power_grid.png
Bar = 50 um. Pins as bars on the die edge.
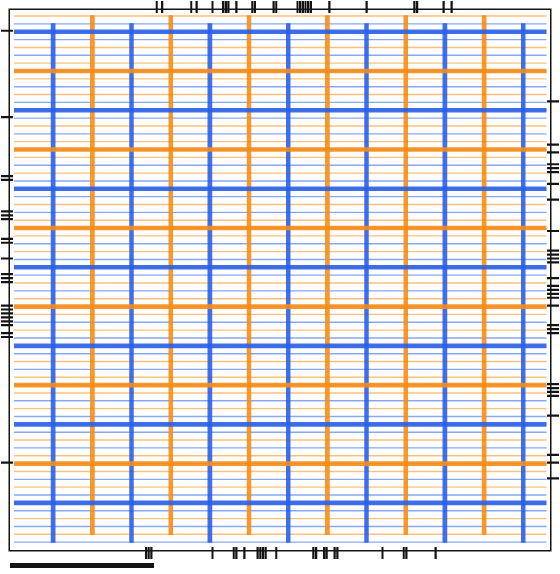
placement_by_type.png
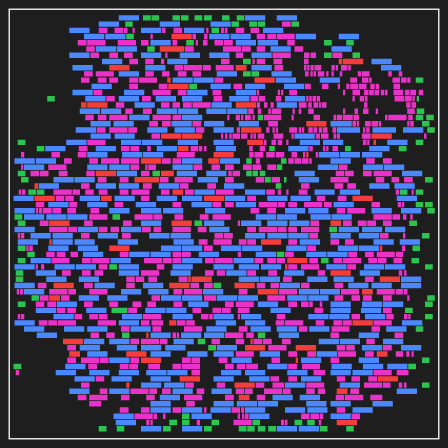
clk_routes.png
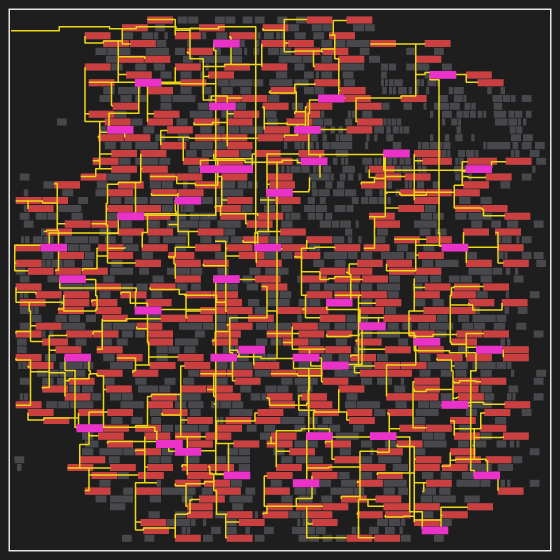
wires.png
Bar = 50 um.
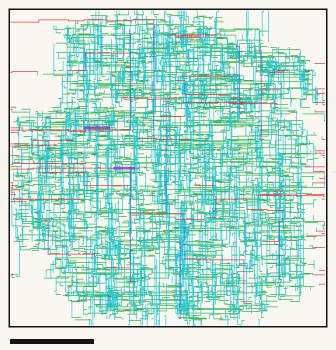
### src/rtl/rob_commit.sv
// rob_commit: in-order retirement buffer (reorder buffer) for the I2OI core.
// Write side: in-order allocation from Issue, out-of-order completion from
// Execute/Writeback. Read side: one in-order retirement per cycle toward the
// ARF write port and the finished-store buffer.
//
// Optional build macro: ROB_BYPASS_EN
//   defined   - a completion aimed at the valid head entry retires it on the
//               same edge, using the completing data.
//   undefined - retirement waits for the stored done bit (one extra cycle).
module rob_commit #(
  parameter int DEPTH = 8,
  parameter int PTR_W = 3
) (
  input  logic             clk,
  input  logic             rst,
  // allocation from Issue
  input  logic             alloc_valid,
  input  logic [4:0]       alloc_rd,
  input  logic             alloc_regwrite,
  input  logic             alloc_store,
  output logic             alloc_ready,
  output logic [PTR_W-1:0] alloc_tag,
  // completion from Execute/Writeback
  input  logic             done_valid,
  input  logic [PTR_W-1:0] done_tag,
  input  logic [31:0]      done_data,
  // squash
  input  logic             flush,
  // retirement
  output logic             commit_valid,
  output logic             commit_regwrite,
  output logic [4:0]       commit_rd,
  output logic [31:0]      commit_data,
  output logic             commit_store,
  output logic [PTR_W-1:0] commit_tag,
  // occupancy
  output logic [PTR_W:0]   count,
  output logic             empty
);

  localparam logic [PTR_W:0] DEPTH_C = (PTR_W+1)'(DEPTH);

  // entry storage, one bit/field per slot
  logic [DEPTH-1:0]       r_valid;
  logic [DEPTH-1:0]       r_done;
  logic [DEPTH-1:0]       r_rw;
  logic [DEPTH-1:0]       r_st;
  logic [DEPTH-1:0][4:0]  r_rd;
  logic [DEPTH-1:0][31:0] r_data;

  // pointers and occupancy
  logic [PTR_W-1:0] r_head;
  logic [PTR_W-1:0] r_tail;
  logic [PTR_W:0]   r_count;

  // registered commit port
  logic             r_cv;
  logic             r_crw;
  logic [4:0]       r_crd;
  logic [31:0]      r_cdata;
  logic             r_cst;
  logic [PTR_W-1:0] r_ctag;

  logic        w_alloc;
  logic        w_hit;
  logic        w_byp;
  logic        w_retire;
  logic [31:0] w_ret_data;

  // Full blocks allocation even if the head retires this cycle; the freed
  // slot only becomes available on the following cycle.
  assign alloc_ready = (r_count < DEPTH_C) && !flush;
  assign alloc_tag   = r_tail;
  assign w_alloc     = alloc_valid && alloc_ready;

  // Completions to slots that are not live (stale or post-flush tags) drop.
  assign w_hit = done_valid && r_valid[done_tag];

`ifdef ROB_BYPASS_EN
  // A completion hitting the live head retires it on the same edge.
  assign w_byp = done_valid && (done_tag == r_head) && r_valid[r_head];
`else
  assign w_byp = 1'b0;
`endif

  assign w_retire   = r_valid[r_head] && (r_done[r_head] || w_byp);
  assign w_ret_data = w_byp ? done_data : r_data[r_head];

  // Entry updates: completion, then retire clear, then allocation; later
  // assignments win. Alloc and retire never target the same slot because
  // allocation is blocked when full and retire needs a live head.
  always_ff @(posedge clk or posedge rst) begin
    if (rst) begin
      r_valid <= '0;
      r_done  <= '0;
      r_rw    <= '0;
      r_st    <= '0;
      r_rd    <= '0;
      r_data  <= '0;
    end else if (flush) begin
      r_valid <= '0;
      r_done  <= '0;
    end else begin
      if (w_hit) begin
        r_done[done_tag] <= 1'b1;
        r_data[done_tag] <= done_data;
      end
      if (w_retire) begin
        r_valid[r_head] <= 1'b0;
        r_done[r_head]  <= 1'b0;
      end
      if (w_alloc) begin
        r_valid[r_tail] <= 1'b1;
        r_done[r_tail]  <= 1'b0;
        r_rd[r_tail]    <= alloc_rd;
        r_rw[r_tail]    <= alloc_regwrite;
        r_st[r_tail]    <= alloc_store;
      end
    end
  end

  // Head/tail pointers wrap naturally at DEPTH (power of two); count is
  // kept separately so full and empty are distinguishable.
  always_ff @(posedge clk or posedge rst) begin
    if (rst) begin
      r_head  <= '0;
      r_tail  <= '0;
      r_count <= '0;
    end else if (flush) begin
      r_head  <= '0;
      r_tail  <= '0;
      r_count <= '0;
    end else begin
      if (w_alloc)  r_tail <= r_tail + 1'b1;
      if (w_retire) r_head <= r_head + 1'b1;
      case ({w_alloc, w_retire})
        2'b10:   r_count <= r_count + 1'b1;
        2'b01:   r_count <= r_count - 1'b1;
        default: r_count <= r_count;
      endcase
    end
  end

  // Commit port: pulse valid per retirement, other fields hold between.
  always_ff @(posedge clk or posedge rst) begin
    if (rst) begin
      r_cv    <= 1'b0;
      r_crw   <= 1'b0;
      r_crd   <= '0;
      r_cdata <= '0;
      r_cst   <= 1'b0;
      r_ctag  <= '0;
    end else if (flush) begin
      r_cv <= 1'b0;
    end else if (w_retire) begin
      r_cv    <= 1'b1;
      r_crw   <= r_rw[r_head] && (r_rd[r_head] != 5'd0);
      r_crd   <= r_rd[r_head];
      r_cdata <= w_ret_data;
      r_cst   <= r_st[r_head];
      r_ctag  <= r_head;
    end else begin
      r_cv <= 1'b0;
    end
  end

  assign commit_valid    = r_cv;
  assign commit_regwrite = r_crw;
  assign commit_rd       = r_crd;
  assign commit_data     = r_cdata;
  assign commit_store    = r_cst;
  assign commit_tag      = r_ctag;
  assign count           = r_count;
  assign empty           = (r_count == '0);

endmodule

### config.mk
export PLATFORM = sky130hd
export DESIGN_NAME = rob_commit
export DESIGN_NICKNAME = d
export VERILOG_FILES = /design/src/rtl/rob_commit.sv
export SDC_FILE = /design/constraint.sdc
export NUM_CORES = 1
export LEC_CHECK = 0
export CAP_MARGIN = 10
export CELL_PAD_IN_SITES_DETAIL_PLACEMENT = 0
export CELL_PAD_IN_SITES_GLOBAL_PLACEMENT = 1
export CORE_MARGIN = 1
export CORE_UTILIZATION = 50
export DETAILED_ROUTE_END_ITERATION = 10
export GPL_ROUTABILITY_DRIVEN = 0
export PLACE_DENSITY = 0.81
export RECOVER_POWER = 50
export SYNTH_ARGS = -nofsm -noshare
export SYNTH_HDL_FRONTEND = slang
export SYNTH_SLANG_ARGS = --single-unit
### constraint.sdc
create_clock -name clk -period 30.2 [get_ports clk]
set_clock_uncertainty 0.1 [all_clocks]
set_input_delay 4.53 -clock clk [delete_from_list [all_inputs] [get_ports clk]]
set_output_delay 4.53 -clock clk [all_outputs]
set_load 0.02 [all_outputs]
==> reports/metrics.csv <==
stage,metric,value,unit
synth,Post-synth seq share,0.557,
placed_design,placed cells,1623,
synth,"top cells by count, synth","dfrtp_1 (381), mux2_2 (290), mux4_2 (78)",
layout,number of flip-flops under the largest register name,256,
clocking,CTS tree,yes,
synth,Synth Net Count,1182,
layout,buffer share of cell area,0.0553,
min_path,Hold Crit Class,reg2reg,
power,Net Sw Frac,0.234,
layout,fillers,2587,
synth,Synth Flop Type,dfrtp_1,
synth,Distinct lib cells used,55,
power,Power Internal,970,uW
final_timing,setup TNS,0,ns
power,Sw Pwr,297,uW
final_timing,minimum clock period,11.63,ns
flow_run,OpenROAD warning count,32,
clocking,deepest clock path buffer count,3,
layout,Top Layout Cells,"dfrtp_1 (378), mux2_2 (290), mux4_2 (78)",
run_status,failing checks,"capacitance limit, slew limit",
synth,"Async S/R FF share, synth",1.00,
global_routing,antenna violations before repair,2,
final_timing,final setup fails,0,
flow_run,tally of max-capacitance violations,2,
final_timing,PnR worst setup slack,18.57,ns
detailed_routing,routed wire length,35.1,mm
clocking,cts repair resizes,0,
clocking,CTS H-tree depth,2,
final_timing,Slew HR,-3.19,
synth,Synth Area in XOR/XNOR,0.00387,
layout,Final Util,0.587,
synth,Syn Inst Count,1131,
setup_path,WP data arrival,11.06,ns
setup_path,type of origin of the critical path,input port,
layout,Multi-input comb cells,677,
global_routing,Most Crowded Layer GR,met2,
layout,MI comb area,7170,um^2
layout,Non-Clock Buffer Count,112,
layout,Non-clk invs,5,
detailed_routing,drt via density,5.67,
detailed_routing,1st-iter DRT viols,581,
layout,Commonest Layout Cell,dfrtp_1,
global_routing,first-pass GRT wire length,58.0,mm
final_timing,Final Hold Viols,0,
synth,number of synthesis warnings,0,
final_timing,max-slew violation count,201,
die,core area,33600,um^2
placed_design,Post-DP Area,18400,um^2
run_status,status,"complete, but fails checks",
Notes on power_grid.png above:
VDD -> orange
VSS -> blue
signal pins = 99
met4 straps = 13
rows = 67
met1 rails = 68

Notes on placement_by_type.png above:
combinational and other logic -> magenta  # cells 682
clock drivers and dummy loads -> red  # cells 71
flops -> blue  # cells 381
other buffers and delay cells -> green  # cells 112

Notes on clk_routes.png above:
clock drivers -> magenta  # count 40
flip-flops -> red  # count 381
clock wires -> yellow  # length 4490 um
flops lie = widely spread
routed clock nets = 41

Notes on wires.png above:
metal 4 -> blue  # wire length 543 um
metal 1 -> green  # wire length 16300 um
metal 2 -> cyan  # wire length 17000 um
metal 3 -> red  # wire length 1260 um
metal 5 -> purple  # wire length 24.8 um

Power figures rest on the tool's default switching activity, not on a simulated workload.
